==> config.mk <==
export PLATFORM = sky130hd
export DESIGN_NAME = uart_mcb_cmd_bridge
export DESIGN_NICKNAME = d
export VERILOG_FILES = /design/src/rtl/uart_mcb_cmd_bridge.sv
export SDC_FILE = /design/constraint.sdc
export NUM_CORES = 1
export LEC_CHECK = 0
export ABC_CLOCK_PERIOD_IN_PS = 3030
export CELL_PAD_IN_SITES_DETAIL_PLACEMENT = 1
export CELL_PAD_IN_SITES_GLOBAL_PLACEMENT = 1
export CORE_MARGIN = 2
export CORE_UTILIZATION = 32
export DETAILED_ROUTE_END_ITERATION = 8
export PLACE_DENSITY = 0.84
export SLEW_MARGIN = 20
export SYNTH_ARGS = -nofsm -noshare
export SYNTH_HDL_FRONTEND = slang
export SYNTH_SLANG_ARGS = --single-unit
==> constraint.sdc <==
create_clock -name sys_clk_i -period 3.03 [get_ports sys_clk_i]
set_input_delay 0.606 -clock sys_clk_i [delete_from_list [all_inputs] [get_ports sys_clk_i]]
set_output_delay 0.606 -clock sys_clk_i [all_outputs]
set_load 0.03 [all_outputs]
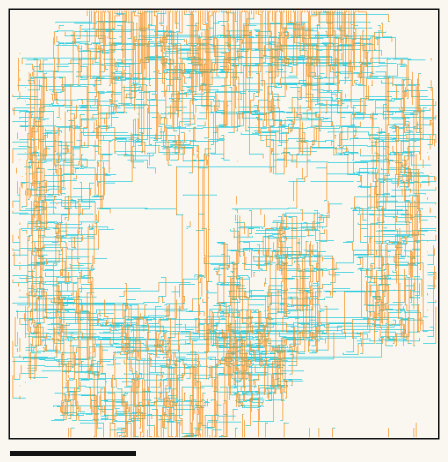
*Routed metal, one colour a layer, run 1*
Bar = 50 um. Two of the layers only.
layer	colour	wire length
met1	cyan	12400 um
met2	orange	14900 um
drt total wl: 29870 um
wire length per cell: 18.74 um
GRT Overall Usage: 20.03%
total vias in the final route: 8127

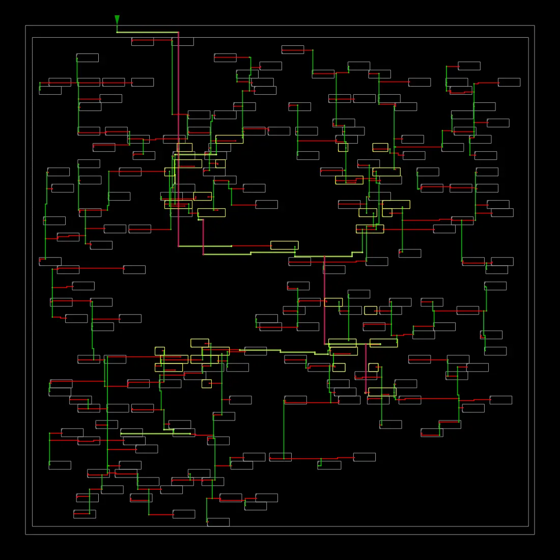
*Clock routing, run 1*
layout clock buffer count: 19
Clock Power: 0.00229 W
CTS Sinks: 192
clk latency late pin: 0.43 ns
Num CTS Buffers: 17

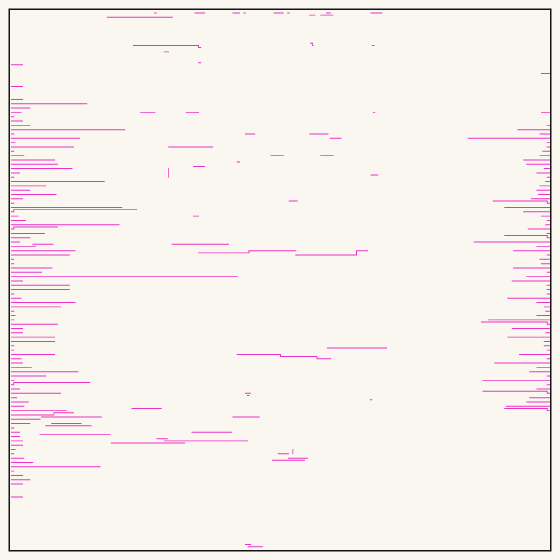
*Met3 routing, run 1*
wire length on this layer	1790 um
longest straight run	71.1 um
met3 usage: 5.116%

==> flow_summary.json <==
{
  "worst_slack_ns": 0.08797,
  "hold_viol": 0,
  "nets": 1385,
  "gp_congestion": 0.8272,
  "largest_reg_flops": 128,
  "synth_seq_share_pct": 43.63,
  "common_cells": "192 x dfxtp_1, 140 x nor2_1, 121 x a211oi_1, 121 x mux2i_1, 86 x nand2_1",
  "synth_top_area_share_pct": 43.63,
  "synth.area.top_cells": "dfxtp_1 44%, mux2i_1 14%, a211oi_1 10%",
  "core-area_sq_um": 27030,
  "chip_area_sq_um": 28870,
  "area_growth_syn_to_layout_pct": 45.31,
  "holdBufCountCts": 0,
  "grt_max_degree": 86,
  "period_needed_ns": 2.942,
  "grt-ovfl-total": 0,
  "worst_r2r_path_depth": 8,
  "setup_viol": 0,
  "drtAntennaViolNets": 0,
  "routed_via_density": 5.098,
  "yosys_area_sq_um": 8810,
  "clk_pin_slew_ns": 0.09,
  "yosysUniqueCellTypes": 60,
  "grt_pass1_vias": 8403,
  "die_h_um": 169.9,
  "post_cts.repair.setup_buffers": 0,
  "grt_first_pass_wirelength_um": 46130,
  "holdPathStages": 2,
  "synth_flops": 192,
  "drv_cap": 0,
  "post-dp-hpwl_um": 21870,
  "port_buffers": 316,
  "pre_cts_slack_ns": -0.02943,
  "yosys_cells": 961,
  "crit_required_ns": 2.42,
  "htree_levels": 4,
  "async_reset_ff_share_pct": 0,
  "slew-limit-headroom_pct": 55.27,
  "drt_iter0_markers": 442,
  "finClkSkew_ns": 0.01891,
  "endpoint_kind": "primary output",
  "worst_pin_slew_ns": 0.6698,
  "fp_util_pct": 32.60,
  "status": "finished, final reports clean",
  "power_w": 0.005174,
  "dr.pass1.iters": 6,
  "clockBufferDepth": 2,
  "netlist_instances": 961,
  "fmax_mhz": 339.9,
  "use_met2_pct": 35.28,
  "synth-edff-count": 0,
  "cp.arrival_ns": 2.34,
  "powerDensity_nw_per_um2": 404.2,
  "syn_area_per_cell_sq_um": 9.167,
  "flop_cell": "dfxtp_1",
  "io_pins": 341,
  "cts-root-buf": "clkbuf_16",
  "cts_tree": "yes",
  "synth_area_sq_um": 8810,
  "synth_warnings": 0,
  "die_x_um": 169.9,
  "synth.most_common_cell": "dfxtp_1",
  "power.leakage_nw": 3.927,
  "tool_warnings": 26,
  "cp-start-kind": "flip-flop",
  "rsz0062_at_grt": "no",
  "antenna_found_initial": 1,
  "crit_fanout": 12,
  "post-route-drc-count": 0,
  "num_rows": 60,
  "r2r_setup_slack_ns": 0.32,
  "worstHoldPathType": "flip-flop to flip-flop",
  "grt_use_met1_pct": 23.75,
  "cts-resized-gates": 3,
  "irDropWorstVdd_mv": 0.3275,
  "maxSlewViolCount": 0,
  "drive_gt1_share_pct": 7.274,
  "layout_worst_path_cycle_share_pct": 97.10,
  "crit_type": "flip-flop to primary output",
  "synth_area_leader_cell": "dfxtp_1",
  "grt-busiest-layer": "met2"
}
[run 1: worst max-delay path, stage by stage (launching register included)]
cell	delay, ns
dfxtp_1	0.58
and4b_2	0.40
or2_2	0.31
clkdlybuf4s50_1	0.61
[run 1: final cells by class]
cell class	count	area (sq um)
Timing Repair Buffer	339	3422
Tap cell	341	426.7
Sequential cell	192	3845
Antenna cell	2	5.005
Multi-Input combinational cell	678	4463
Fill cell	3079	14220
Clock inverter	13	148.9
Clock buffer	19	452.9
Inverter	10	37.54
[run 1: cell families after synthesis]
kind of cell / after synthesis / share of synthesized area [%]
AOI/OAI and AO/OA: 189 / 15.51
muxes: 121 / 13.75
buffers and inverters: 114 / 6.945
other: 1 / 0.04257
and+or+nand+nor: 318 / 17.41
adders and majority gates: 3 / 0.4261
xor gates and xnor gates: 23 / 2.287
DFF: 192 / 43.63
[run 1: routing by layer]
metal | up-vias | routed length [um] | part of all wire (%)
li1 | 3934 | - | -
met1 | 3915 | 12440 | 42
met2 | 242 | 14940 | 50
met3 | 36 | 1785 | 6.0
met4 | 0 | 701 | 2.3
met5 | - | 0 | 0
[run 1: report_power, final]
| group | switching, W | internal, W |
|---|---|---|
| Clock | 0.00114 | 0.00115 |
| Sequential | 0.00000530 | 0.00253 |
| Combinational | 0.000161 | 0.000195 |
[run 1: cell usage in the layout, fill, tap and decap left out, types with 4 or more instances in the layout]
master / Yosys / layout
mux2i_1: 121 / 121
inv_1: 10 / 10
dfxtp_1: 192 / 191
nand2_1: 86 / 85
nor4_1: 5 / 5
conb_1: 1 / 24
nand4_1: 4 / 4
clkinv_8: 0 / 4
nor3_2: 18 / 18
xnor2_1: 9 / 9
a21oi_1: 35 / 35
nor3_1: 5 / 5
and2_1: 9 / 8
a211oi_1: 121 / 120
clkbuf_16: 0 / 17
a222oi_1: 9 / 9
buf_4: 27 / 17
clkdlybuf4s50_1: 0 / 314
nand3_1: 17 / 17
xor2_1: 14 / 14
o21ai_0: 6 / 6
buf_12: 0 / 7
and3_1: 7 / 7
nor2_1: 140 / 140
clkinv_4: 0 / 4
[run 1: stage by stage]
| step | TNS (ns) | hold slack, ns | area [sq um] | cells | utilization, % |
|---|---|---|---|---|---|
| 2_1_floorplan | 0 | 0.4327 | 8896 | 984 | - |
| 3_3_place_gp | 0 | 0.4368 | 12180 | 1560 | 45.07 |
| 3_5_place_dp | -0.02943 | 0.4462 | 12180 | 1560 | 45.07 |
| 4_1_cts | 0 | 0.4585 | 12790 | 1592 | 47.33 |
| 5_1_grt | 0 | 0.4794 | 12800 | 1592 | 47.35 |
| 6_report | 0 | 0.4569 | 12800 | 1594 | 47.37 |
No activity file was given, so power comes from the tool's default toggle rates.
